run_1/metal_stack.png
Scale: 3 px per um.
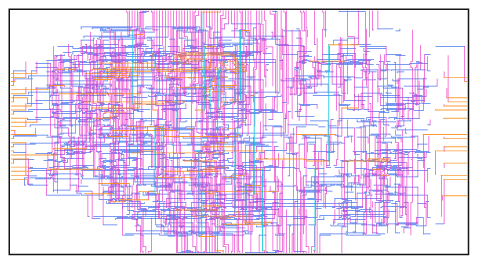
run_1/port_nets.png
Scale: 3 px per um.
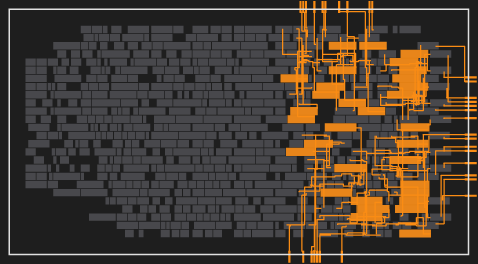
run_1/final_congestion.png
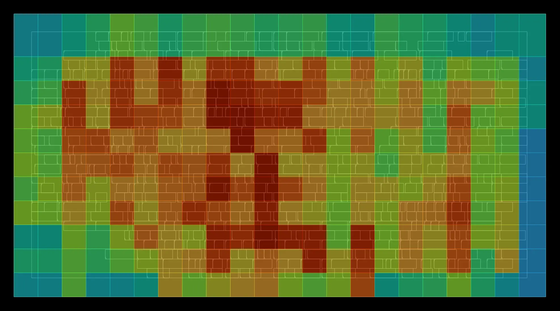
run_1/registers.png
Scale: 2 px per um. Other sequential cells in the stronger gray, the rest of the logic in the fainter gray.
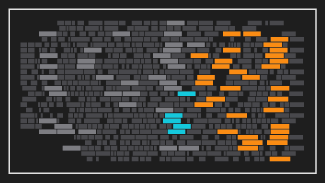
<file path="config.mk">
export PLATFORM = sky130hd
export DESIGN_NAME = wb_stage_param
export DESIGN_NICKNAME = d
export VERILOG_FILES = /design/src/rtl/wb_stage_param.sv
export SDC_FILE = /design/constraint.sdc
export NUM_CORES = 1
export LEC_CHECK = 0
export CAP_MARGIN = 25
export CORE_ASPECT_RATIO = 0.5
export CORE_MARGIN = 5
export CORE_UTILIZATION = 38
export CTS_BUF_LIST = sky130_fd_sc_hd__clkbuf_8
export DETAILED_ROUTE_END_ITERATION = 7
export PLACE_DENSITY = 0.78
export SLEW_MARGIN = 20
export SYNTH_ARGS = -nofsm -noshare
export SYNTH_HDL_FRONTEND = slang
export SYNTH_SLANG_ARGS = --single-unit
</file>
<file path="constraint.sdc">
create_clock -name clk -period 1.65 [get_ports clk]
set_input_delay 0.33 -clock clk [delete_from_list [all_inputs] [get_ports clk]]
set_output_delay 0.33 -clock clk [all_outputs]
set_load 0.1 [all_outputs]
</file>
<file path="src/rtl/wb_stage_param.sv">
// wb_stage_param: MIPS32 writeback stage.
// Retires one MEM/WB instruction per cycle under valid/ready and drives a
// registered register-file write port. Adds sub-word load extraction, r0 write
// suppression, a HALTED/RUN state machine with resume, a retired-instruction
// counter and a sticky error flag.
//
// state  | meaning
// -------+---------------------------------------------------------------
// RUN    | accepting instructions, in_ready=1
// HALTED | a HALT retired; nothing accepted until resume is seen
module wb_stage_param #(
   parameter int DATA_W = 32,
   parameter int REG_AW = 5,
   parameter int CNT_W  = 32,
   parameter int LANE_W = $clog2(DATA_W/8)
) (
   input  logic              clk,
   input  logic              rst_n,
   input  logic              in_valid,
   output logic              in_ready,
   input  logic              in_flush,
   input  logic [2:0]        in_type,
   input  logic [31:0]       in_ir,
   input  logic [DATA_W-1:0] in_aluout,
   input  logic [DATA_W-1:0] in_lmd,
   input  logic [1:0]        in_ld_size,
   input  logic              in_ld_signed,
   input  logic [LANE_W-1:0] in_addr_lo,
   input  logic              resume,
   output logic              wb_regwrite,
   output logic [REG_AW-1:0] wb_rd,
   output logic [DATA_W-1:0] wb_data,
   output logic              halted,
   output logic [CNT_W-1:0]  retired_cnt,
   output logic              err
);

   typedef enum logic {
      RUN    = 1'b0,
      HALTED = 1'b1
   } state_t;

   localparam logic [2:0] T_RR     = 3'b000;
   localparam logic [2:0] T_RM     = 3'b001;
   localparam logic [2:0] T_LOAD   = 3'b010;
   localparam logic [2:0] T_STORE  = 3'b011;
   localparam logic [2:0] T_BRANCH = 3'b100;
   localparam logic [2:0] T_HALT   = 3'b101;

   localparam logic [1:0] SZ_WORD = 2'b00;
   localparam logic [1:0] SZ_HALF = 2'b01;
   localparam logic [1:0] SZ_BYTE = 2'b10;

   localparam logic [CNT_W-1:0] CNT_ONE = CNT_W'(1);

   state_t              state_q, state_d;
   logic                wb_regwrite_q, wb_regwrite_d;
   logic [REG_AW-1:0]   wb_rd_q, wb_rd_d;
   logic [DATA_W-1:0]   wb_data_q, wb_data_d;
   logic [CNT_W-1:0]    cnt_q, cnt_d;
   logic                err_q, err_d;

   logic                accept;
   logic [REG_AW-1:0]   rd_rr;
   logic [REG_AW-1:0]   rd_rm;
   logic [7:0]          byte_lane;
   logic [15:0]         half_lane;
   logic [DATA_W-1:0]   byte_ext;
   logic [DATA_W-1:0]   half_ext;
   logic                unused_ir;

   assign in_ready = (state_q == RUN);
   assign accept   = in_valid && in_ready;

   // Destination fields come from the low REG_AW bits of rd/rt in the IR;
   // the remaining IR bits carry nothing this stage needs.
   assign rd_rr     = in_ir[11 +: REG_AW];
   assign rd_rm     = in_ir[16 +: REG_AW];
   assign unused_ir = ^in_ir;

   // Lane selection: bytes by full offset, halves by offset with bit 0 dropped
   assign byte_lane = in_lmd[{in_addr_lo, 3'b000} +: 8];
   assign half_lane = in_lmd[{in_addr_lo[LANE_W-1:1], 4'b0000} +: 16];
   assign byte_ext  = {{(DATA_W-8){in_ld_signed & byte_lane[7]}}, byte_lane};
   assign half_ext  = {{(DATA_W-16){in_ld_signed & half_lane[15]}}, half_lane};

   // Next-state decode: writeback port defaults to idle every cycle
   always_comb begin
      logic              wr;
      logic [REG_AW-1:0] rd;
      logic [DATA_W-1:0] data;

      wr            = 1'b0;
      rd            = '0;
      data          = '0;
      state_d       = state_q;
      cnt_d         = cnt_q;
      err_d         = err_q;
      wb_regwrite_d = 1'b0;
      wb_rd_d       = '0;
      wb_data_d     = '0;

      case (state_q)
         RUN: begin
            if (accept && !in_flush) begin
               case (in_type)
                  T_RR: begin
                     wr   = 1'b1;
                     rd   = rd_rr;
                     data = in_aluout;
                  end
                  T_RM: begin
                     wr   = 1'b1;
                     rd   = rd_rm;
                     data = in_aluout;
                  end
                  T_LOAD: begin
                     rd = rd_rm;
                     case (in_ld_size)
                        SZ_WORD: begin
                           wr   = 1'b1;
                           data = in_lmd;
                        end
                        SZ_HALF: begin
                           if (in_addr_lo[0]) begin
                              err_d = 1'b1;
                           end else begin
                              wr   = 1'b1;
                              data = half_ext;
                           end
                        end
                        SZ_BYTE: begin
                           wr   = 1'b1;
                           data = byte_ext;
                        end
                        default: err_d = 1'b1;
                     endcase
                  end
                  T_STORE, T_BRANCH: ;
                  T_HALT: state_d = HALTED;
                  default: err_d = 1'b1;
               endcase

               // Illegal types are the only legal-path exception to counting
               if (in_type <= T_HALT) begin
                  cnt_d = cnt_q + CNT_ONE;
               end

               // r0 is hardwired; its writes vanish entirely
               if (wr && (rd != '0)) begin
                  wb_regwrite_d = 1'b1;
                  wb_rd_d       = rd;
                  wb_data_d     = data;
               end
            end
         end
         HALTED: begin
            if (resume) begin
               state_d = RUN;
            end
         end
         default: state_d = RUN;
      endcase
   end

   // State, writeback port, counter and error flag registers
   always_ff @(posedge clk or negedge rst_n) begin
      if (!rst_n) begin
         state_q       <= RUN;
         wb_regwrite_q <= 1'b0;
         wb_rd_q       <= '0;
         wb_data_q     <= '0;
         cnt_q         <= '0;
         err_q         <= 1'b0;
      end else begin
         state_q       <= state_d;
         wb_regwrite_q <= wb_regwrite_d;
         wb_rd_q       <= wb_rd_d;
         wb_data_q     <= wb_data_d;
         cnt_q         <= cnt_d;
         err_q         <= err_d;
      end
   end

   assign wb_regwrite = wb_regwrite_q;
   assign wb_rd       = wb_rd_q;
   assign wb_data     = wb_data_q;
   assign halted      = (state_q == HALTED);
   assign retired_cnt = cnt_q;
   assign err         = err_q;

endmodule
</file>
==> results.py, run 1 <==
# Physical implementation metrics
metrics = {
    "timing": {
        "setup_violations": 42,
        "fin_skew_ns": 0.0118,
        "period_used_pct": 108,
        "setup_ws_ns": -0.134,
        "finalHoldViolations": 0,
    },
    "power_and_ir_drop": {
        "power_density_nw_per_um2": 653,
        "irDropWorstVdd_mv": 0.449,
        "p_leak_nw": 3.50,
    },
    "run_status": {
        "violations": "negative setup slack",
        "status": "finished, violations left",
    },
    "finish": {
        "lay_top_cells": "buf_4 (85), buf_12 (81), clkdlybuf4s50_1 (68)",
        "final_core_util_pct": 79.4,
        "finalNonFillerCells": 771,
    },
    "drt": {
        "vias": 4351,
        "drt_pass1_iterations": 4,
        "met1Wirelength_mm": 6.15,
        "dr_wl_met3_mm": 1.17,
    },
    "worst_setup_path": {
        "required_ns": 1.93,
        "r2r_cells": 8,
        "arrival_ns": 2.06,
    },
    "clocking": {
        "cts_made_buffers": 9,
        "cts_buffer_depth": 2,
        "clk_pin_slew_ns": 0.08,
        "htreeDepth": 3,
        "cts_tree": "done",
        "cts-root-buf": "clkbuf_8",
    },
    "yosys": {
        "top_logic_kind": "simple AND/OR/NAND/NOR gates",
        "mux_area_share_pct": 4.44,
        "adder_share_pct": 0.324,
        "synthesis.nets": 484,
    },
    "placement": {
        "dp.cells": 735,
        "dp_hpwl_mm": 10.9,
        "gp_congestion": 0.863,
    },
    "die": {
        "initCoreUtil_pct": 38.4,
        "ios": 182,
        "core_area_um2": 10100,
    },
    "grt": {
        "antenna_found_initial": 0,
    },
}
## Picture notes: metal_stack.png
| color | layer | wire length |
|---|---|---|
| magenta | met2 | 8550 um |
| orange | met3 | 1170 um |
| cyan | met4 | 633 um |
| blue | met1 | 6150 um |

## Picture notes: port_nets.png
| color | port | bits | direction | end cells | buffers | wire |
|---|---|---|---|---|---|---|
| orange | `retired_cnt` | 32 | output | 32 | 49 | 1830 um |

## Picture notes: final_congestion.png
DR WL/cell: 21.4 um
GRT Util Overall: 26.0%
GR Util met2: 47.1%
M1 GR Usage: 30.2%
Most Used Layer, Global Route: met2

## Picture notes: registers.png
| color | signal | sequential cells |
|---|---|---|
| orange | `retired_cnt` | 32 |
| cyan | `wb_rd` | 5 |

==> run 1: power breakdown <==
group / internal [W] / total, W / switching, W
clock: 0.000522 / 0.00119 / 0.000666
combinational: 0.000918 / 0.00211 / 0.00119
sequential: 0.00186 / 0.00192 / 0.0000575
total: 0.00330 / 0.00521 / 0.00191
==> run 1: final cells by class <==
| class | count | area, um2 |
|---|---|---|
| tap | 140 | 175 |
| timing repair buffer | 265 | 3220 |
| inverter | 7 | 28.8 |
| clock inverter | 7 | 32.5 |
| clock buffer | 9 | 124 |
| fill | 540 | 2070 |
| sequential | 72 | 1860 |
| multi-input combinational | 271 | 2540 |
==> run 1: repair_timing <==
item	in CTS	in global routing
setup endpoints to repair	65	62
cloned	3	0
resized	106	58
buffers inserted	14	9
pin swaps	28	25
==> run 2: changes to the inputs <==
--- a/config.mk
+++ b/config.mk
@@ -8,10 +8,12 @@
 export CAP_MARGIN = 25
 export CORE_ASPECT_RATIO = 0.5
 export CORE_MARGIN = 5
-export CORE_UTILIZATION = 38
+export CORE_UTILIZATION = 50
 export CTS_BUF_LIST = sky130_fd_sc_hd__clkbuf_8
 export DETAILED_ROUTE_END_ITERATION = 7
-export PLACE_DENSITY = 0.78
+export DONT_BUFFER_PORTS = 1
+export PLACE_DENSITY = 0.68
+export REMOVE_ABC_BUFFERS = 1
 export SLEW_MARGIN = 20
 export SYNTH_ARGS = -nofsm -noshare
 export SYNTH_HDL_FRONTEND = slang
==> run 2 against run 1 <==
Net effect:
- combinational power down 43%
- sequential cell count unchanged
- via count down 20%
- clock skew down 0.0062 ns
- clock power up 44%
- routed wire length down 29%
- largest power group is now registers
- first-iteration DRC count up 25%
- the run ends with negative hold slack, negative setup slack left
- maximum frequency up 7.5%
- worst setup slack better by 0.12 ns
- cell area down 35%
- area after synthesis unchanged
- register-to-register slack better by 0.12 ns
- critical path type unchanged
==> results.py, run 2 <==
# Physical implementation metrics
metrics = {
    "worst_setup_path": {
        "r2r_cells": 7,
    },
    "drt": {
        "wire_per_inst_um": 20.7,
        "drt_pass1_iterations": 4,
    },
    "finish": {
        "clock_buffers": 10,
        "mi_logic_area_um2": 2100,
        "ff_count": 72,
        "nNonClkBuffers": 107,
        "lay_top_cells": "buf_4 (99), dfrtp_1 (72), nor2_1 (25), xnor2_1 (25)",
        "logic_gate_count": 271,
        "buffer_area_share_pct": 17.4,
        "fill_cells": 565,
        "seq_share_pct": 34.7,
        "inverters_excl_clock": 7,
        "seq_area_um2": 1800,
        "comb_share_pct": 40.4,
        "finalNonFillerCells": 568,
    },
    "clocking": {
        "cts_repair_resize_count": 1,
        "cts_tree": "done",
        "clk_pin_slew_ns": 0.08,
        "htreeDepth": 3,
        "cts-root-buf": "clkbuf_8",
    },
    "timing": {
        "setup_ws_ns": -0.00994,
        "fin_skew_ns": 0.00556,
        "setup_violations": 3,
        "whs_ns": -0.331,
        "finalHoldViolations": 72,
    },
    "run_status": {
        "violations": "negative hold slack, negative setup slack",
        "status": "finished, violations left",
    },
    "die": {
        "ios": 182,
        "tap_cells": 96,
        "core_area_um2": 7430,
    },
    "placement": {
        "dp_hpwl_mm": 8.41,
        "gp_congestion": 0.846,
    },
    "power_and_ir_drop": {
        "cellInternalPower_w": 0.00321,
        "switching_share_pct": 33.0,
        "p_leak_nw": 2.43,
        "clkPwrFrac_pct": 35.6,
    },
    "yosys": {
        "adder_share_pct": 0.324,
    },
}
==> run 2: power groups by stage <==
stage                     Sequential, W  Combinational [W]  Clock (W)
after global routing            0.00189            0.00127    0.00184
after floorplan                 0.00244           0.000337          0
after detailed placement        0.00191            0.00114          0
final                           0.00188            0.00121    0.00171
after global placement          0.00190            0.00111          0
after CTS                       0.00187            0.00114    0.00174
==> run 2: metal layers <==
metal | vias up | GRT usage [%]
met2 | 138 | 41.1
li1 | 1577 | -
met4 | 0 | 6.55
met3 | 20 | 8.45
met1 | 1728 | 26.7
met5 | - | 0
==> run 2: worst max-delay path, delay by kind of cell, from the launching register on <==
kind | cells | cell delay [ns]
compound gates | 1 | 0.14
buf+inv | 3 | 0.49
flops | 1 | 0.39
simple gates | 3 | 0.56
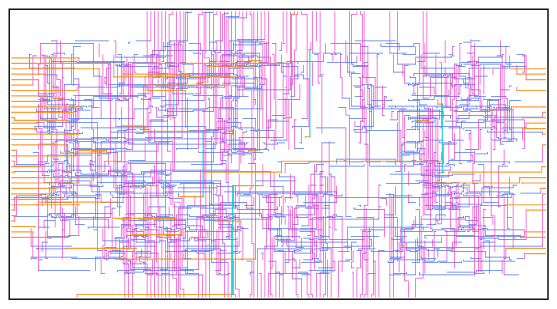
run_2/metal_stack.png
Scale: 4 px per um.
| color | layer | wire length |
|---|---|---|
| orange | met3 | 976 um |
| blue | met1 | 4460 um |
| magenta | met2 | 6160 um |
| cyan | met4 | 155 um |

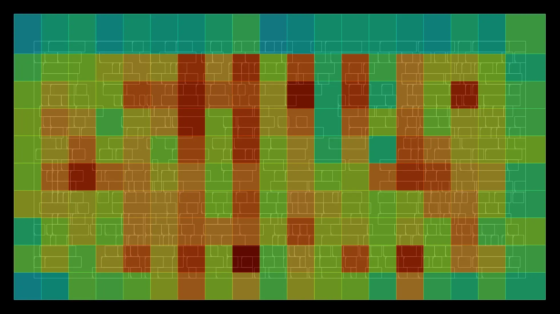
run_2/final_congestion.png
M3 GR Usage: 8.45%
final core utilization: 69.8%
GRT Util Overall: 23.1%
M1 GR Usage: 26.7%

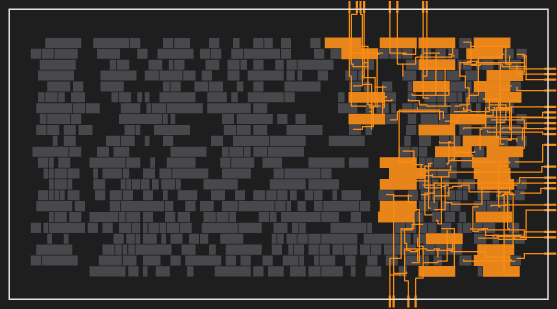
run_2/port_nets.png
Scale: 4 px per um.
| color | port | bits | direction | end cells | buffers | wire |
|---|---|---|---|---|---|---|
| orange | `retired_cnt` | 32 | output | 32 | 33 | 1410 um |

No activity file was given, so power comes from the tool's default toggle rates.
